==> images/layer_met4.png <==
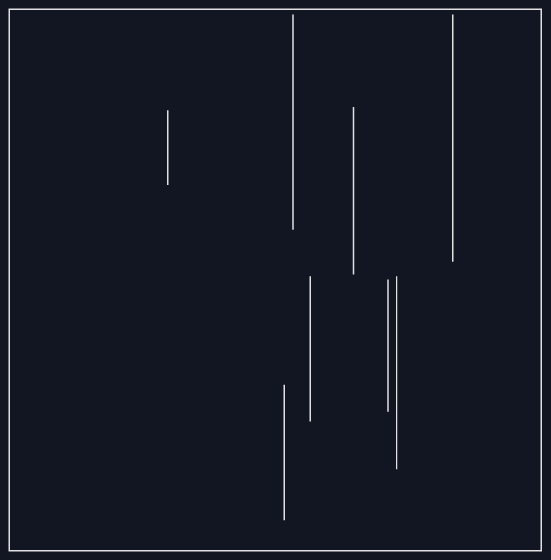
==> images/congestion.png <==
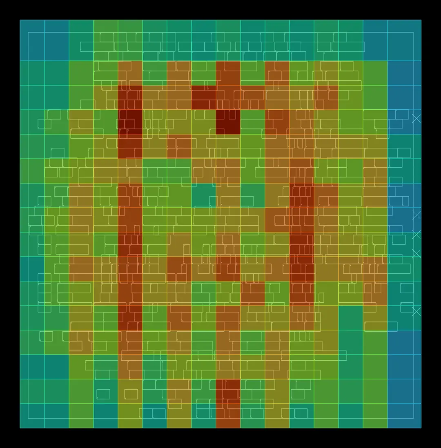
==> images/layer_met1.png <==
Scale bar: 20 µm.
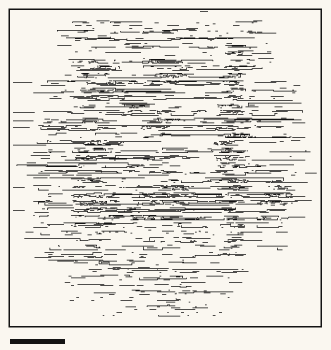
==> images/layer_met2.png <==
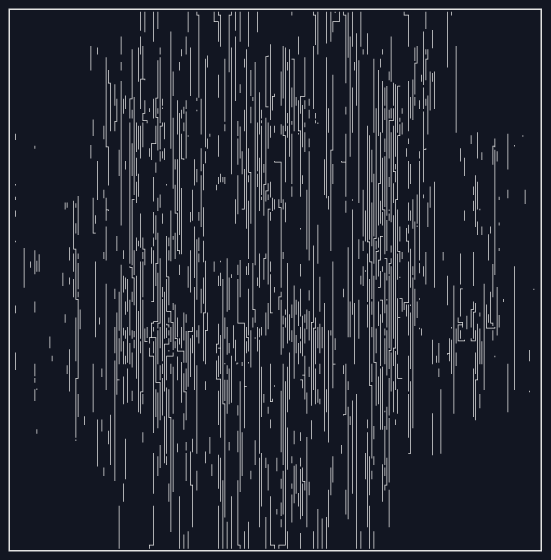
==> images/layer_met3.png <==
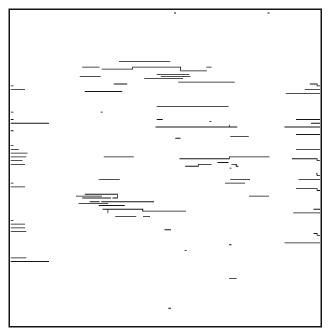
$ cat config.mk
export PLATFORM = sky130hd
export DESIGN_NAME = draw_triangle
export DESIGN_NICKNAME = d
export VERILOG_FILES = /design/src/rtl/draw_triangle.sv
export SDC_FILE = /design/constraint.sdc
export NUM_CORES = 1
export LEC_CHECK = 0
export CAP_MARGIN = 20
export CORE_AREA = 2 2 111 113
export CTS_CLUSTER_DIAMETER = 40
export DETAILED_ROUTE_END_ITERATION = 8
export DIE_AREA = 0 0 113 115
export GPL_ROUTABILITY_DRIVEN = 1
export PLACE_DENSITY = 0.61
export SYNTH_ARGS = -nofsm -noshare
export SYNTH_HDL_FRONTEND = slang
export SYNTH_SLANG_ARGS = --single-unit
$ cat constraint.sdc
create_clock -name clk -period 3.9 [get_ports clk]
set_input_delay 1.17 -clock clk [delete_from_list [all_inputs] [get_ports clk]]
set_output_delay 1.17 -clock clk [all_outputs]
set_load 0.02 [all_outputs]
$ cat src/rtl/draw_triangle.sv
// Triangle outline sequencer.
// Latches three vertices and a colour on start, range-checks them, then
// issues the three outline edges one at a time to a downstream line drawer
// through a four-phase ln_start/ln_done handshake.
module draw_triangle #(
  parameter int unsigned XMAX = 159,
  parameter int unsigned YMAX = 119
) (
  input  logic       clk,
  input  logic       rst,
  input  logic       start,
  input  logic [7:0] x0,
  input  logic [7:0] x1,
  input  logic [7:0] x2,
  input  logic [6:0] y0,
  input  logic [6:0] y1,
  input  logic [6:0] y2,
  input  logic [2:0] colour,
  output logic       done,
  output logic       err,
  output logic       ln_start,
  output logic [7:0] ln_x0,
  output logic [7:0] ln_x1,
  output logic [6:0] ln_y0,
  output logic [6:0] ln_y1,
  output logic [2:0] ln_colour,
  input  logic       ln_done
);

  localparam logic [7:0] XLim = 8'(XMAX);
  localparam logic [6:0] YLim = 7'(YMAX);

  typedef enum logic [2:0] {
    StIdle,
    StCheck,
    StEdgeReq,
    StEdgeRel,
    StFinish
  } state_e;

  state_e state_q, state_d;

  // Latched triangle description.
  logic [7:0] vx0_q, vx1_q, vx2_q;
  logic [6:0] vy0_q, vy1_q, vy2_q;
  logic [2:0] col_q;
  logic       capture;

  logic [1:0] edge_cnt_q, edge_cnt_d;
  logic       done_q, done_d;
  logic       err_q, err_d;
  logic       ln_start_q, ln_start_d;

  // Line endpoint registers, reloaded only when entering StEdgeReq.
  logic [7:0] ln_x0_q, ln_x1_q;
  logic [6:0] ln_y0_q, ln_y1_q;
  logic [2:0] ln_colour_q;
  logic       load_ln;

  // Endpoints of the edge about to be requested.
  logic [7:0] sel_xa, sel_xb;
  logic [6:0] sel_ya, sel_yb;

  logic range_bad;

  assign capture = (state_q == StIdle) && start;

  // Inclusive bounds: XMAX/YMAX themselves are legal.
  assign range_bad = (vx0_q > XLim) || (vx1_q > XLim) || (vx2_q > XLim) ||
                     (vy0_q > YLim) || (vy1_q > YLim) || (vy2_q > YLim);

  // State register.
  always_ff @(posedge clk or posedge rst) begin
    if (rst) begin
      state_q <= StIdle;
    end else begin
      state_q <= state_d;
    end
  end

  // Vertex and colour capture on the accepting edge in StIdle.
  always_ff @(posedge clk or posedge rst) begin
    if (rst) begin
      vx0_q <= '0;
      vx1_q <= '0;
      vx2_q <= '0;
      vy0_q <= '0;
      vy1_q <= '0;
      vy2_q <= '0;
      col_q <= '0;
    end else if (capture) begin
      vx0_q <= x0;
      vx1_q <= x1;
      vx2_q <= x2;
      vy0_q <= y0;
      vy1_q <= y1;
      vy2_q <= y2;
      col_q <= colour;
    end
  end

  // Handshake, status and edge-counter registers.
  always_ff @(posedge clk or posedge rst) begin
    if (rst) begin
      edge_cnt_q <= '0;
      done_q     <= 1'b0;
      err_q      <= 1'b0;
      ln_start_q <= 1'b0;
    end else begin
      edge_cnt_q <= edge_cnt_d;
      done_q     <= done_d;
      err_q      <= err_d;
      ln_start_q <= ln_start_d;
    end
  end

  // Edge endpoint selection, indexed by the edge being entered.
  always_comb begin
    sel_xa = vx2_q;
    sel_ya = vy2_q;
    sel_xb = vx0_q;
    sel_yb = vy0_q;
    unique case (edge_cnt_d)
      2'd0: begin
        sel_xa = vx0_q;
        sel_ya = vy0_q;
        sel_xb = vx1_q;
        sel_yb = vy1_q;
      end
      2'd1: begin
        sel_xa = vx1_q;
        sel_ya = vy1_q;
        sel_xb = vx2_q;
        sel_yb = vy2_q;
      end
      default: begin
        sel_xa = vx2_q;
        sel_ya = vy2_q;
        sel_xb = vx0_q;
        sel_yb = vy0_q;
      end
    endcase
  end

  // Line endpoint registers; held stable for the whole handshake.
  always_ff @(posedge clk or posedge rst) begin
    if (rst) begin
      ln_x0_q     <= '0;
      ln_y0_q     <= '0;
      ln_x1_q     <= '0;
      ln_y1_q     <= '0;
      ln_colour_q <= '0;
    end else if (load_ln) begin
      ln_x0_q     <= sel_xa;
      ln_y0_q     <= sel_ya;
      ln_x1_q     <= sel_xb;
      ln_y1_q     <= sel_yb;
      ln_colour_q <= col_q;
    end
  end

  // Next-state and registered-output logic.
  always_comb begin
    state_d    = state_q;
    edge_cnt_d = edge_cnt_q;
    done_d     = done_q;
    err_d      = err_q;
    ln_start_d = 1'b0;
    load_ln    = 1'b0;

    unique case (state_q)
      StIdle: begin
        if (start) begin
          state_d = StCheck;
        end
      end

      StCheck: begin
        if (range_bad) begin
          err_d   = 1'b1;
          done_d  = 1'b1;
          state_d = StFinish;
        end else begin
          edge_cnt_d = 2'd0;
          load_ln    = 1'b1;
          state_d    = StEdgeReq;
        end
      end

      StEdgeReq: begin
        // ln_done only counts once ln_start is visible downstream, so a
        // stale ln_done from the previous line cannot skip the request.
        if (ln_start_q && ln_done) begin
          state_d = StEdgeRel;
        end else begin
          ln_start_d = 1'b1;
        end
      end

      StEdgeRel: begin
        if (!ln_done) begin
          if (edge_cnt_q == 2'd2) begin
            done_d  = 1'b1;
            state_d = StFinish;
          end else begin
            edge_cnt_d = edge_cnt_q + 2'd1;
            load_ln    = 1'b1;
            state_d    = StEdgeReq;
          end
        end
      end

      StFinish: begin
        // Leaving only on start=0 prevents re-triggering from a held start.
        if (!start) begin
          done_d  = 1'b0;
          err_d   = 1'b0;
          state_d = StIdle;
        end
      end

      default: begin
        state_d = StIdle;
      end
    endcase
  end

  assign done      = done_q;
  assign err       = err_q;
  assign ln_start  = ln_start_q;
  assign ln_x0     = ln_x0_q;
  assign ln_y0     = ln_y0_q;
  assign ln_x1     = ln_x1_q;
  assign ln_y1     = ln_y1_q;
  assign ln_colour = ln_colour_q;

endmodule

==> qor.csv <==
metric,value,unit
Die Height,115,µm
VDD IR-drop max,0.346,mV
min Tclk post-route,2.89,ns
Max-Slew Margin vs Limit,52.5,%
DRC,5,
PortBufs,87,
ys cells,403,
core box area,11800,µm²
I/O pin count,88,
Mapped Cells,403,
Bufs and invs on worst path,1,
fp util,39.2,%
CTS Sinks,89,
failing checks,DRC,
initial antenna violation count,0,
clk ins delay skew pair,0.34,ns
fin worst setup slack,1.01,ns
Final Max Tran Viols,0,
fin util,50.9,%
post-DP HPWL,7770,µm
Cell variety after synth,36,
final hold slack,0.489,ns
clock skew,0.00873,ns
register share after synthesis,48.2,%
worst path cell trace,"clkdlybuf4s50_1, nand4bb_1, mux2_2, a22oi_1, a2bb2oi_2",
status,finished with violations,
Worst Tran Pin Value,0.711,ns
CP Launch Type,input pin,
Critical Path RT,4.17,ns
Post-Place Worst Slack,0.679,ns
Gate power share,46.9,%
via/cell ratio,5.89,
Hold Crit Start,ln_colour[0],
Floorplan Nets,457,
CP startpoint,ln_done,
OpenROAD warning count,27,
-- layer_met4.png (at the start) --
- nets with wire on the layer: 6
- share of all routed wire: 2.3%
- main direction: vertical
DR vias: 3,693
final WL: 12,100 µm

-- congestion.png (at the start) --
met3 usage: 3.32%
Top Usage Layer GRT: met2
met2 usage: 30.9%

-- layer_met1.png (at the start) --
- main direction: horizontal
- wire length on this layer: 5,340 µm
- longest straight run: 49.2 µm
- share of all routed wire: 44%
- nets with wire on the layer: 456
GRT met1 Usage: 25.2%

-- layer_met2.png (at the start) --
- main direction: vertical
- longest straight run: 43.2 µm
- nets with wire on the layer: 461
- share of all routed wire: 48%
- wire length on this layer: 5,830 µm

-- layer_met3.png (at the start) --
- longest straight run: 29.4 µm
- wire length on this layer: 630 µm
- nets with wire on the layer: 58
- main direction: horizontal

==> power by group through the flow <==
stage,Sequential [mW],Combinational [mW],Clock (mW)
finish,1.88,2.58,1.04
floorplan,1.94,1.62,0
global placement,1.88,2.52,0
CTS,1.88,2.58,1.05
detailed placement,1.89,2.57,0
global route,1.94,2.76,1.10
==> Yosys cell counts <==
master | n | area share, %
nor4_1 | 1 | 0.14
a41o_1 | 1 | 0.22
o211ai_1 | 1 | 0.16
o21ai_0 | 3 | 0.32
nand4_2 | 1 | 0.27
nand3b_1 | 1 | 0.16
nor3b_1 | 1 | 0.16
nor2_1 | 4 | 0.32
nand4bb_1 | 1 | 0.24
nand4_1 | 1 | 0.14
a22oi_1 | 31 | 5.0
o22ai_1 | 3 | 0.41
buf_2 | 3 | 0.32
and2_1 | 3 | 0.41
or3_1 | 29 | 3.9
mux2_2 | 49 | 12
inv_1 | 4 | 0.32
nand2_1 | 33 | 2.7
and3_1 | 1 | 0.14
ha_1 | 2 | 0.54
o21ai_1 | 3 | 0.32
o31ai_1 | 28 | 4.5
buf_4 | 3 | 0.49
dfrtp_1 | 89 | 48
a21oi_1 | 32 | 3.5
buf_1 | 2 | 0.16
a2bb2oi_2 | 30 | 9.7
mux2_1 | 3 | 0.73
and4_1 | 1 | 0.19
o41ai_4 | 1 | 0.60
nand2b_1 | 2 | 0.27
nor4bb_1 | 1 | 0.22
a32oi_1 | 1 | 0.19
or4_1 | 3 | 0.49
clkbuf_1 | 30 | 2.4
o21bai_1 | 1 | 0.16
==> cells by family (layout without fill, tap and decap cells) <==
kind of cell	count (synthesis)	after routing	share of synthesized area (%)
buf+inv	42	119	3.73
compound gates	135	135	25.2
fa+ha+maj	2	2	0.541
mux	52	52	12.7
simple gates	83	83	9.74
flops	89	89	48.2
==> sequential cells by signal (all words and copies together), names as in the netlist <==
name,flops
col_q,3
done,1
edge_cnt_q,2
err,1
ln_colour,3
ln_start,1
ln_x0,8
ln_x1,8
ln_y0,7
ln_y1,7
state_q,3
vx0_q,8
vx1_q,8
vx2_q,8
vy0_q,7
vy1_q,7
vy2_q,7
==> final timing paths <==
kind / to / depth (start not counted) / slack [ns]
worst max-delay path: ln_x1[4] / 5 / 1.01
max in group asynchronous: ln_y0[5] / 3 / 1.96
min in group asynchronous: ln_x0[7] / 2 / 1.24
worst max register to register: ln_y0[0] / 5 / 1.77
worst min register to register: ln_colour[0] / 1 / 0.49
worst min-delay path: ln_colour[0] / 1 / 0.49
==> area by class of cell <==
class	instances	area, µm²
clock buffers	12	267
clock inverters	4	97.6
fillers	1056	5790
inverters	4	16.3
multi-input cells	272	2250
flip-flops and latches	89	2230
well taps	147	184
repair buffers	99	973
==> worst reg2reg max path: stages (launching register included) <==
cell and delay [ns]:
dfrtp_1 0.46, nand2b_1 0.18, buf_4 0.24, o41ai_4 0.45, buf_4 0.54, a2bb2oi_2 0.18
==> metal layers <==
layer  wire [µm]  up-vias  part of all wire [%]  GRT usage (%)
li1            -     1671                     -              -
met1        5340     1884                    44           25.2
met2        5830      120                    48           30.9
met3         629       18                   5.2           3.32
met4         276        0                   2.3           7.15
met5           0        -                     0              0
Power and IR drop assume default switching activity.
